## src/rtl/ncpu32k_i_mmu_tlb_pkg.sv

```systemverilog
// Shared definitions for the instruction MMU: TLB entry bit positions,
// default geometry and the exception state encoding.
package ncpu32k_i_mmu_tlb_pkg;

    localparam int TLBL_V_BIT  = 0;
    localparam int TLBH_P_BIT  = 0;
    localparam int TLBH_UX_BIT = 1;
    localparam int TLBH_SX_BIT = 2;

    localparam int PAGE_SHIFT_DEF     = 13;
    localparam int TLB_NSETS_LOG2_DEF = 2;
    localparam int TLB_NSETS_LOG2_MIN = 1;
    localparam int TLB_NSETS_LOG2_MAX = 7;

    typedef enum logic [1:0] {
        EXC_NONE,
        EXC_TLB_MISS,
        EXC_PAGE_FAULT
    } exc_state_e;

endpackage

```

## src/rtl/ncpu32k_i_tlb_array.sv

```systemverilog
// Direct-mapped TLB storage: entry flops, MSR write/read ports and the
// combinational lookup that yields hit, PPN and permission bits.
module ncpu32k_i_tlb_array
    import ncpu32k_i_mmu_tlb_pkg::*;
#(
    parameter int TLB_NSETS_LOG2 = TLB_NSETS_LOG2_DEF,
    parameter int PAGE_SHIFT     = PAGE_SHIFT_DEF,
    parameter int AW             = 32,
    parameter int DW             = 32
) (
    input  logic                      clk,
    input  logic                      rst,
    input  logic [AW-PAGE_SHIFT-1:0]  lookup_vpn_i,
    output logic                      hit_o,
    output logic [AW-PAGE_SHIFT-1:0]  ppn_o,
    output logic                      p_o,
    output logic                      ux_o,
    output logic                      sx_o,
    input  logic [TLB_NSETS_LOG2-1:0] tlbl_idx_i,
    input  logic [DW-1:0]             tlbl_nxt_i,
    input  logic                      tlbl_we_i,
    output logic [DW-1:0]             tlbl_o,
    input  logic [TLB_NSETS_LOG2-1:0] tlbh_idx_i,
    input  logic [DW-1:0]             tlbh_nxt_i,
    input  logic                      tlbh_we_i,
    output logic [DW-1:0]             tlbh_o
);

    localparam int NSETS = 1 << TLB_NSETS_LOG2;
    localparam int VW    = AW - PAGE_SHIFT;

    logic [DW-1:0] tlbl_q [NSETS];
    logic [DW-1:0] tlbh_q [NSETS];
    logic [TLB_NSETS_LOG2-1:0] lookup_idx;

    always_ff @(posedge clk or posedge rst) begin
        if (rst) begin
            for (int i = 0; i < NSETS; i++) begin
                tlbl_q[i] <= '0;
                tlbh_q[i] <= '0;
            end
        end else begin
            if (tlbl_we_i) tlbl_q[tlbl_idx_i] <= tlbl_nxt_i;
            if (tlbh_we_i) tlbh_q[tlbh_idx_i] <= tlbh_nxt_i;
        end
    end

    assign tlbl_o = tlbl_q[tlbl_idx_i];
    assign tlbh_o = tlbh_q[tlbh_idx_i];

    // Low VPN bits select the set; the full VPN is still compared as the tag.
    assign lookup_idx = lookup_vpn_i[TLB_NSETS_LOG2-1:0];
    assign hit_o = tlbl_q[lookup_idx][TLBL_V_BIT] &
                   (tlbl_q[lookup_idx][PAGE_SHIFT +: VW] == lookup_vpn_i);
    assign ppn_o = tlbh_q[lookup_idx][PAGE_SHIFT +: VW];
    assign p_o   = tlbh_q[lookup_idx][TLBH_P_BIT];
    assign ux_o  = tlbh_q[lookup_idx][TLBH_UX_BIT];
    assign sx_o  = tlbh_q[lookup_idx][TLBH_SX_BIT];

endmodule

```

## src/rtl/ncpu32k_i_mmu_tlb.sv

```systemverilog
// Instruction MMU: one registered lookup stage between the IFU and icache
// command ports, with sticky TLB-miss / page-fault reporting and flush recovery.
module ncpu32k_i_mmu_tlb
    import ncpu32k_i_mmu_tlb_pkg::*;
#(
    parameter int TLB_NSETS_LOG2 = TLB_NSETS_LOG2_DEF,
    parameter int PAGE_SHIFT     = PAGE_SHIFT_DEF,
    parameter int AW             = 32,
    parameter int DW             = 32,
    parameter int IW             = 32
) (
    input  logic                      clk,
    input  logic                      rst,
    input  logic                      ibus_cmd_valid,
    output logic                      ibus_cmd_ready,
    input  logic [AW-1:0]             ibus_cmd_addr,
    input  logic                      ibus_cmd_flush,
    output logic                      ibus_flush_ack,
    output logic                      icache_cmd_valid,
    input  logic                      icache_cmd_ready,
    output logic [AW-1:0]             icache_cmd_addr,
    input  logic                      icache_dout_valid,
    output logic                      icache_dout_ready,
    input  logic [IW-1:0]             icache_dout,
    output logic                      ibus_dout_valid,
    input  logic                      ibus_dout_ready,
    output logic [IW-1:0]             ibus_dout,
    input  logic                      msr_psr_imme,
    input  logic                      msr_psr_rm,
    output logic                      exp_tlb_miss,
    output logic                      exp_page_fault,
    output logic [AW-1:0]             exp_va,
    output logic [DW-1:0]             msr_immid,
    output logic [DW-1:0]             msr_imm_tlbl,
    input  logic [TLB_NSETS_LOG2-1:0] msr_imm_tlbl_idx,
    input  logic [DW-1:0]             msr_imm_tlbl_nxt,
    input  logic                      msr_imm_tlbl_we,
    output logic [DW-1:0]             msr_imm_tlbh,
    input  logic [TLB_NSETS_LOG2-1:0] msr_imm_tlbh_idx,
    input  logic [DW-1:0]             msr_imm_tlbh_nxt,
    input  logic                      msr_imm_tlbh_we
);

    localparam int VW = AW - PAGE_SHIFT;
    localparam logic [2:0] NSETS_LOG2_FIELD = 3'(TLB_NSETS_LOG2);

    if (TLB_NSETS_LOG2 < TLB_NSETS_LOG2_MIN || TLB_NSETS_LOG2 > TLB_NSETS_LOG2_MAX) begin : g_bad_nsets
        $error("TLB_NSETS_LOG2 out of supported range");
    end

    logic          s1_vld_q, s1_vld_d;
    logic [AW-1:0] s1_va_q, s1_va_d;
    exc_state_e    exc_q;
    logic          miss_q, pfault_q, flush_ack_q;
    logic [AW-1:0] exp_va_q;

    logic          tlb_hit, tlb_p, tlb_ux, tlb_sx, tlb_ok;
    logic [VW-1:0] tlb_ppn;
    logic          exp_pend, icache_hs, ibus_hs;

    ncpu32k_i_tlb_array #(
        .TLB_NSETS_LOG2 (TLB_NSETS_LOG2),
        .PAGE_SHIFT     (PAGE_SHIFT),
        .AW             (AW),
        .DW             (DW)
    ) u_tlb (
        .clk          (clk),
        .rst          (rst),
        .lookup_vpn_i (s1_va_q[AW-1:PAGE_SHIFT]),
        .hit_o        (tlb_hit),
        .ppn_o        (tlb_ppn),
        .p_o          (tlb_p),
        .ux_o         (tlb_ux),
        .sx_o         (tlb_sx),
        .tlbl_idx_i   (msr_imm_tlbl_idx),
        .tlbl_nxt_i   (msr_imm_tlbl_nxt),
        .tlbl_we_i    (msr_imm_tlbl_we),
        .tlbl_o       (msr_imm_tlbl),
        .tlbh_idx_i   (msr_imm_tlbh_idx),
        .tlbh_nxt_i   (msr_imm_tlbh_nxt),
        .tlbh_we_i    (msr_imm_tlbh_we),
        .tlbh_o       (msr_imm_tlbh)
    );

    // Privilege mode is sampled here, at lookup time, not when the VA was accepted.
    assign tlb_ok   = tlb_hit & tlb_p & (msr_psr_rm ? tlb_sx : tlb_ux);
    assign exp_pend = (exc_q != EXC_NONE);

    assign icache_cmd_valid = s1_vld_q & ~ibus_cmd_flush & ~exp_pend & (~msr_psr_imme | tlb_ok);
    assign icache_cmd_addr  = msr_psr_imme ? {tlb_ppn, s1_va_q[PAGE_SHIFT-1:0]} : s1_va_q;
    assign icache_hs        = icache_cmd_valid & icache_cmd_ready;
    assign ibus_cmd_ready   = ibus_cmd_flush | (~exp_pend & (~s1_vld_q | icache_hs));
    assign ibus_hs          = ibus_cmd_valid & ibus_cmd_ready;

    always_comb begin
        s1_vld_d = s1_vld_q;
        s1_va_d  = s1_va_q;
        if (ibus_cmd_flush) begin
            s1_vld_d = ibus_cmd_valid;
            if (ibus_cmd_valid) s1_va_d = ibus_cmd_addr;
        end else if (ibus_hs) begin
            s1_vld_d = 1'b1;
            s1_va_d  = ibus_cmd_addr;
        end else if (icache_hs) begin
            s1_vld_d = 1'b0;
        end
    end

    always_ff @(posedge clk or posedge rst) begin
        if (rst) begin
            s1_vld_q <= 1'b0;
            s1_va_q  <= '0;
        end else begin
            s1_vld_q <= s1_vld_d;
            s1_va_q  <= s1_va_d;
        end
    end

    // Exception FSM: a flush always wins over a fault detected in the same cycle.
    always_ff @(posedge clk or posedge rst) begin
        if (rst) begin
            exc_q       <= EXC_NONE;
            miss_q      <= 1'b0;
            pfault_q    <= 1'b0;
            exp_va_q    <= '0;
            flush_ack_q <= 1'b0;
        end else begin
            flush_ack_q <= ibus_cmd_flush;
            if (ibus_cmd_flush) begin
                exc_q    <= EXC_NONE;
                miss_q   <= 1'b0;
                pfault_q <= 1'b0;
            end else if (exc_q == EXC_NONE && s1_vld_q && msr_psr_imme && !tlb_ok) begin
                exc_q    <= tlb_hit ? EXC_PAGE_FAULT : EXC_TLB_MISS;
                miss_q   <= ~tlb_hit;
                pfault_q <= tlb_hit;
                exp_va_q <= s1_va_q;
            end
        end
    end

    assign exp_tlb_miss   = miss_q;
    assign exp_page_fault = pfault_q;
    assign exp_va         = exp_va_q;
    assign ibus_flush_ack = flush_ack_q;
    assign msr_immid      = {{(DW-3){1'b0}}, NSETS_LOG2_FIELD};

    assign ibus_dout_valid   = icache_dout_valid;
    assign icache_dout_ready = ibus_dout_ready;
    assign ibus_dout         = icache_dout;

endmodule

```

## config.mk

```make
export PLATFORM = sky130hd
export DESIGN_NAME = ncpu32k_i_mmu_tlb
export DESIGN_NICKNAME = d
export VERILOG_FILES = /design/src/rtl/ncpu32k_i_mmu_tlb_pkg.sv /design/src/rtl/ncpu32k_i_tlb_array.sv /design/src/rtl/ncpu32k_i_mmu_tlb.sv
export SDC_FILE = /design/constraint.sdc
export NUM_CORES = 1
export LEC_CHECK = 0
export CORE_AREA = 2 2 201 203
export CTS_CLUSTER_SIZE = 20
export DETAILED_ROUTE_END_ITERATION = 16
export DIE_AREA = 0 0 203 205
export DONT_BUFFER_PORTS = 1
export GPL_TIMING_DRIVEN = 0
export PLACE_DENSITY = 0.58
export SLEW_MARGIN = 0
export SYNTH_ARGS = -nofsm -noshare
export SYNTH_HDL_FRONTEND = slang
export SYNTH_SLANG_ARGS = --single-unit
export TNS_END_PERCENT = 30
```

## constraint.sdc

```tcl
create_clock -name clk -period 35.2 [get_ports clk]
set_clock_uncertainty 0.2 [all_clocks]
set_input_delay 7.04 -clock clk [delete_from_list [all_inputs] [get_ports clk]]
set_output_delay 7.04 -clock clk [all_outputs]
set_load 0.05 [all_outputs]
```

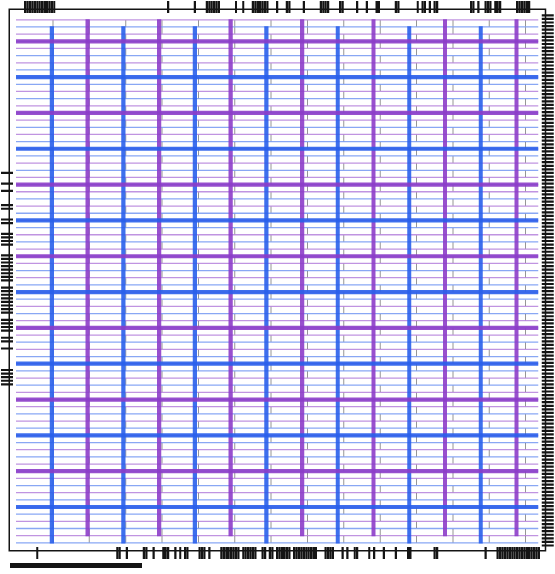
run_1/floorplan.png
Bar = 50 microns. Pins as bars on the die edge. Tap cells in gray.
VDD -> purple
VSS -> blue
rows = 73
tap cells = 525
met4 straps = 14

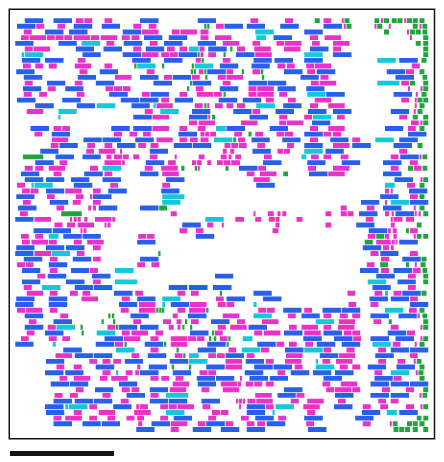
run_1/class_map.png
Bar = 50 microns.
remaining logic cells -> magenta  # cells 570, share of their area 40%
registers -> blue  # cells 324, share of their area 47%
clock drivers and dummy loads -> cyan  # cells 66, share of their area 7.7%
remaining buffers and delay cells -> green  # cells 142, share of their area 5.4%

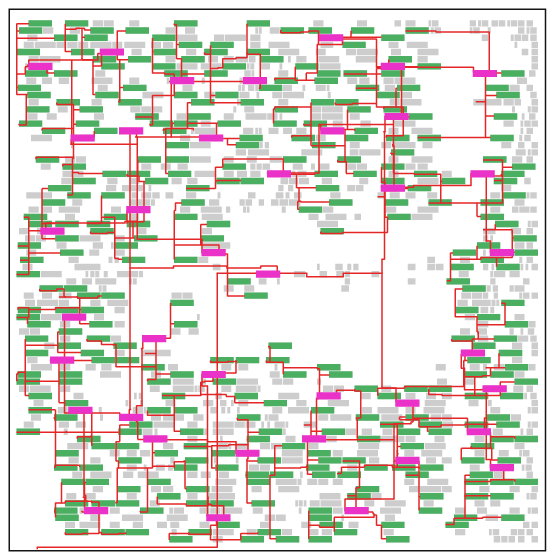
run_1/clock_wires.png
flip-flops -> green  # count 324
clock wires -> red  # length 4660 microns
clock-net drivers -> magenta  # count 39
routed clock nets = 40
Latency at later pin: 0.54 ns
clock network power share: 31.0%
Clk. pwr: 413 uW

==> out/summary.txt, run 1 <==
FP Rows = 73
Bufs w/o clock = 142
Yosys cell types = 40
Design area = 17810 sq um
Worst IR drop on VDD = 0.04465 mV
Hold Path Class = flip-flop to flip-flop
Power Density = 74.85 nW/um^2
Synthesis area per yosys = 15650 sq um
Synth Warn # = 0
Logic power comb = 352 uW
Clock buffer count = 56
Slew Viols, Final = 0
CTS buffer count = 39
GRT Total Usage = 19.42%
Setup Buffers After CTS = 0
Worst R2R End = exp_va[9]
Largest regs = u_tlb.tlbh_q x128, u_tlb.tlbl_q x128
Cell area leaders = dfrtp_1 52%, mux2_2 22%, mux4_2 14%, buf_4 3.8%, mux2_1 2.2%
Core area = 39370 sq um
RSZ-0062 raised after global routing = no
Total grt overflow = 0
Non-filler instance count after layout = 1631
Number of global-route vias before repair = 9090
Net Sw Frac = 36.31%
Hold Buf Count CTS = 0
Setup CP Type = input pin to output pin
Hold path depth = 1
Tap cells = 525
Status = completed
Area leader, netlist = dfrtp_1
Drt via density = 5.368
Top cells by count = 324 x dfrtp_1, 311 x mux2_2, 95 x mux4_2, 80 x buf_4, 35 x clkbuf_1
Hold Path End = u_tlb.tlbh_q[40]
Avg WL per Cell = 24.70 microns
Total sequential power = 568 uW
Clk pin slew, worst setup/hold paths = 0.06 ns
Number of I/O port buffers = 0
Yosys adder share = 0%
Die height = 205 microns
Registers, synthesis = 324
CTS tree = done
Tool warnings = 35
Clock Path Buffers = 3
Crit path buffers/inverters = 2
Detail Route Antenna Nets = 0
Psw = 484.1 uW
Initial core utilization = 39.75%
Layout area overhead = 13.83%
Slowest-stage cell, CP = mux4_2
Arr. time, crit path = 8.99 ns
Yosys xor share = 0.8396%
Pint = 849.0 uW
Root buf cell = clkbuf_16
Core Util, Final = 45.24%
Synth Seq Share = 51.82%
Synthesized area = 15650 sq um
Chip width = 203 microns
Main flop type = dfrtp_1
Tcrit/Tclk final = 46.11%
Top cells excl fill/tap = 324 x dfrtp_1, 311 x mux2_2, 95 x mux4_2
Aoi share = 1.367%
1st-iter DRT viols = 392
Combinational share of cell area = 37.91%
DP HPWL = 28.90 mm
Largest delay contributor family on the critical path = buffers and inverters
And+or+nand+nor area frac = 1.471%
CP startpoint kind = input pin
Final hold viol count = 0
Worst hold slack = 0.2986 ns
Req. time, crit path = 27.96 ns
Number of max-cap violations = 0
Clock network area share = 7.383%
Cts repair resizes = 0
N_diodes = 4
Post-route DRC = 0
Initial antenna violation count = 5
Fraction of layout cells with a size suffix above 1 = 51.18%
Crit end category = output pin
CTS Sinks = 324
Die Area = 41620 sq um
Combinational power share = 26.4%
1st-pass router iterations = 4
Max power group = registers
Main logic family after synthesis = multiplexers
Flip-flops with a built-in enable = 0
Register area = 8108 sq um
Most numerous logic cell after layout = dfrtp_1
H-tree depth = 2
Mapped Cells = 1004
DP Worst Slack = 18.95 ns
Buffer share of cell area = 5.170%
Reg2Reg Setup Slack = 31.19 ns
Synth mux share = 38.66%
Leakage = 7.401 nW
Minimum clock period = 16.23 ns
Max Clock Freq = 61.61 MHz
Total power = 1.333 mW
Number of fillers in the final layout = 3473
Yosys top cell by instances = dfrtp_1
Flop share of the area = 45.52%
Multi-input gates = 559
Pin count of the biggest net entering global routing = 124
Flop pwr share = 42.6%
Ports = 342
Cells after DPL = 1561
Worst Tran Pin Value = 1.254 ns
TNS Setup = 0 ns
Logic area = 6751 sq um
FF+latch count = 324
Syn avg cell area = 15.59 sq um
Dominant cell area share = 51.82%
Top class by area = registers
Final worst setup slack = 18.97 ns
DR vias = 8755
CP Max Fanout = 10
Final setup fails = 0
Cells on worst reg2reg path = 10
# Cells Yosys = 1004
Non-clock inverter count in the final layout = 11
FF-to-FF Start = s1_va_q[14]
Placed cell areas = 16490 sq um
Max stage delay on crit path = 0.78 ns
Worst slew margin = 16.67%
Hold Crit Start = u_tlb.tlbh_q[40]
Nets = 1220
Asr flop ratio synth = 100.0%
CP Cell Sequence = clkbuf_1, buf_1, mux4_2
First-pass GRT wire length = 59.84 mm
Placer Congestion = 0.7420
Routed WL = 40.29 mm
## run 1: worst max-delay path by stage
stage | from | to | slack [ns] | cells past startpoint
2_1_floorplan | rst | exc_q[0] | 18.99 | 1
3_3_place_gp | rst | exp_va[10] | 14.90 | 1
3_5_place_dp | msr_imm_tlbl_idx[0] | msr_imm_tlbl[17] | 18.95 | 3
4_1_cts | msr_imm_tlbl_idx[0] | msr_imm_tlbl[17] | 18.94 | 3
5_1_grt | msr_imm_tlbh_idx[0] | msr_imm_tlbh[1] | 18.80 | 3
6_report | msr_imm_tlbh_idx[0] | msr_imm_tlbh[26] | 18.97 | 3
## run 1: routing by layer
metal	vias up	GRT usage, %	wire [microns]
met5	-	0	10
met4	2	6.178	875
met3	53	6.491	3414
met2	295	31.86	19620
met1	4612	24.32	16370
li1	3793	-	-
run_1/layers.png
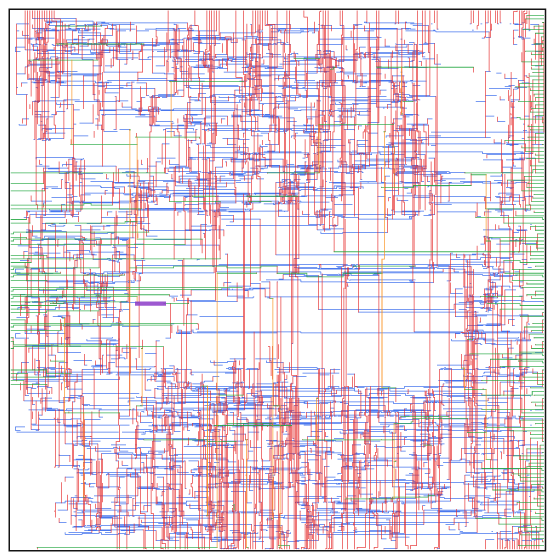

==> run 1 -> run 2 <==
--- a/config.mk
+++ b/config.mk
@@ -11,7 +11,7 @@
 export DIE_AREA = 0 0 203 205
 export DONT_BUFFER_PORTS = 1
 export GPL_TIMING_DRIVEN = 0
-export PLACE_DENSITY = 0.58
+export PLACE_DENSITY = 0.6
 export SLEW_MARGIN = 0
 export SYNTH_ARGS = -nofsm -noshare
 export SYNTH_HDL_FRONTEND = slang
==> constraint.sdc (replaced) <==
create_clock -name clk -period 14.69 [get_ports clk]
set_clock_uncertainty 0.2 [all_clocks]
set_input_delay 2.938 -clock clk [delete_from_list [all_inputs] [get_ports clk]]
set_output_delay 2.938 -clock clk [all_outputs]
set_load 0.05 [all_outputs]
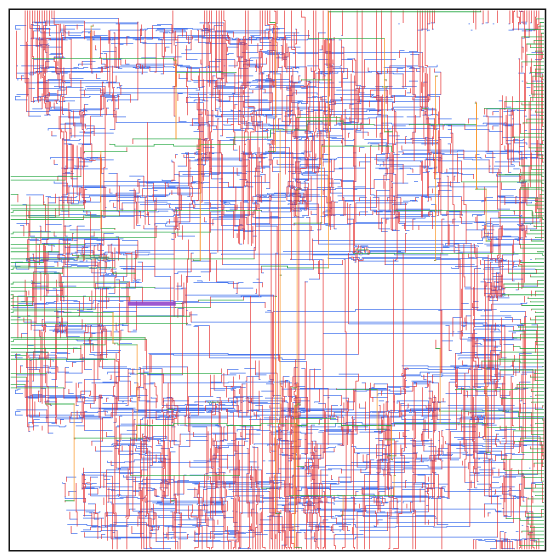
run_2/layers.png
M3 -> green  # wire length 3370 microns
M1 -> blue  # wire length 16700 microns
M4 -> orange  # wire length 994 microns
M2 -> red  # wire length 19200 microns
M5 -> purple  # wire length 16.6 microns

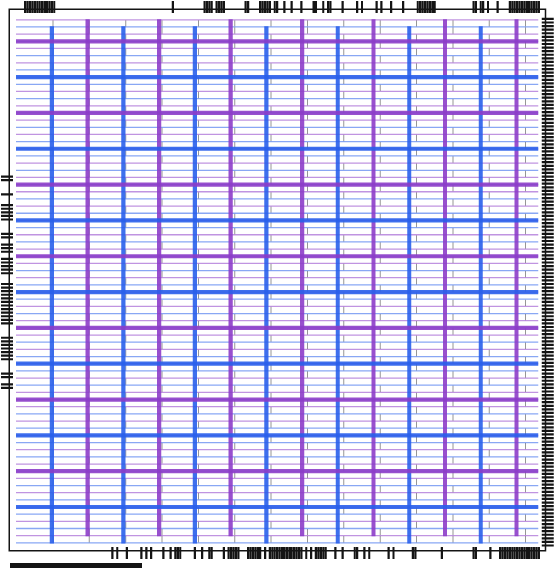
run_2/floorplan.png
Bar = 50 microns. Pins as bars on the die edge. Tap cells in gray.
VSS -> blue
VDD -> purple
met5 straps = 14
met1 rails = 74
chip width: 203 microns
core area: 39370 sq um
die height: 205 microns

==> out/summary.txt, run 2 <==
Synthesis area per yosys = 15650 sq um (unchanged)
First-pass GRT wire length = 59.95 mm (+0.20%)
Most numerous logic cell after layout = dfrtp_1
Synth Warn # = 0 (unchanged)
Setup Buffers After CTS = 0 (unchanged)
CTS tree = done
Placed cell areas = 16490 sq um (unchanged)
CP Max Fanout = 10 (unchanged)
Hold Buf Count CTS = 0 (unchanged)
Latency at later pin = 0.55 ns (about the same)
DP HPWL = 28.63 mm (-0.91%)
Placer Congestion = 0.7649 (+3.1%)
# Cells Yosys = 1004 (unchanged)
Buffer share of cell area = 5.160% (-0.010 points)
Top cells excl fill/tap = 324 x dfrtp_1, 311 x mux2_2, 95 x mux4_2
Number of I/O port buffers = 0 (unchanged)
And+or+nand+nor area frac = 1.471% (unchanged)
Main logic family after synthesis = multiplexers
Number of fillers in the final layout = 3498 (+0.72%)
Nets = 1220 (unchanged)
Setup CP Type = input pin to output pin
H-tree depth = 2 (unchanged)
Crit end category = output pin
DR vias = 8798 (+0.49%)
Tcrit/Tclk final = 55.35%
Die Area = 41620 sq um (unchanged)
Met3 WL post-DR = 3.373 mm (-1.2%)
Flip-flops with a built-in enable = 0 (unchanged)
Number of global-route vias before repair = 9133 (+0.47%)
Status = completed
Aoi share = 1.367% (unchanged)
Combinational share of cell area = 37.83% (-0.075 points)
Worst R2R End = exp_va[11]
CP startpoint kind = input pin
Minimum clock period = 8.130 ns
Initial antenna violation count = 5 (unchanged)
Worst Tran Pin Value = 1.253 ns (-0.001140 ns)
Ports = 342 (unchanged)
Logic area = 6751 sq um (unchanged)
Bufs w/o clock = 142 (unchanged)
Register area = 8108 sq um (unchanged)
Main flop type = dfrtp_1
FF+latch count = 324 (unchanged)
Worst Setup EP = icache_cmd_addr[13]
Largest regs = u_tlb.tlbh_q x128, u_tlb.tlbl_q x128
Yosys cell types = 40 (unchanged)
Cell area leaders = dfrtp_1 52%, mux2_2 22%, mux4_2 14%, buf_4 3.8%, mux2_1 2.2%
Top cells by count = 324 x dfrtp_1, 311 x mux2_2, 95 x mux4_2, 80 x buf_4, 35 x clkbuf_1
Power Density = 180.3 nW/um^2 (+140%)
Flop share of the area = 45.43% (-0.090 points)
1st-iter DRT viols = 401 (+2.3%)
Area leader, netlist = dfrtp_1
Final worst setup slack = 6.560 ns (-12.41 ns)
Syn avg cell area = 15.59 sq um (unchanged)
Design area = 17850 sq um (+0.20%)
Crit. Startpoint = msr_psr_imme
FP Rows = 73 (unchanged)
Final hold viol count = 0 (unchanged)
N_diodes = 3 (-1)
Fraction of layout cells with a size suffix above 1 = 51.31% (+0.13 points)
RSZ-0062 raised after global routing = no
Layout area overhead = 14.05%
M1 WL = 16.73 mm (+2.2%)
[run 2: critical path: stages]
cell and delay [ns]:
buf_1 0.37, clkbuf_1 0.58, a21oi_1 0.15, a31oi_1 0.94
[run 2: through the flow]
step	power, mW	instances	util [%]
3_5_place_dp	2.234	1561	41.88
3_3_place_gp	2.213	1559	41.70
2_1_floorplan	2.054	1034	-
4_1_cts	3.266	1630	45.31
6_report	3.219	1633	45.33
5_1_grt	3.359	1631	45.32
[run 2: metal layers]
metal | track usage (%) | vias up
met5 | 0 | -
met4 | 5.944 | 2
met2 | 31.91 | 293
met1 | 24.66 | 4641
li1 | - | 3803
met3 | 6.841 | 59
[run 2: power breakdown]
part	switching (mW)	internal (mW)
clock	0.378	0.636
combinational	0.508	0.337
sequential	0.278	1.08
Power figures rest on the tool's default switching activity, not on a simulated workload.
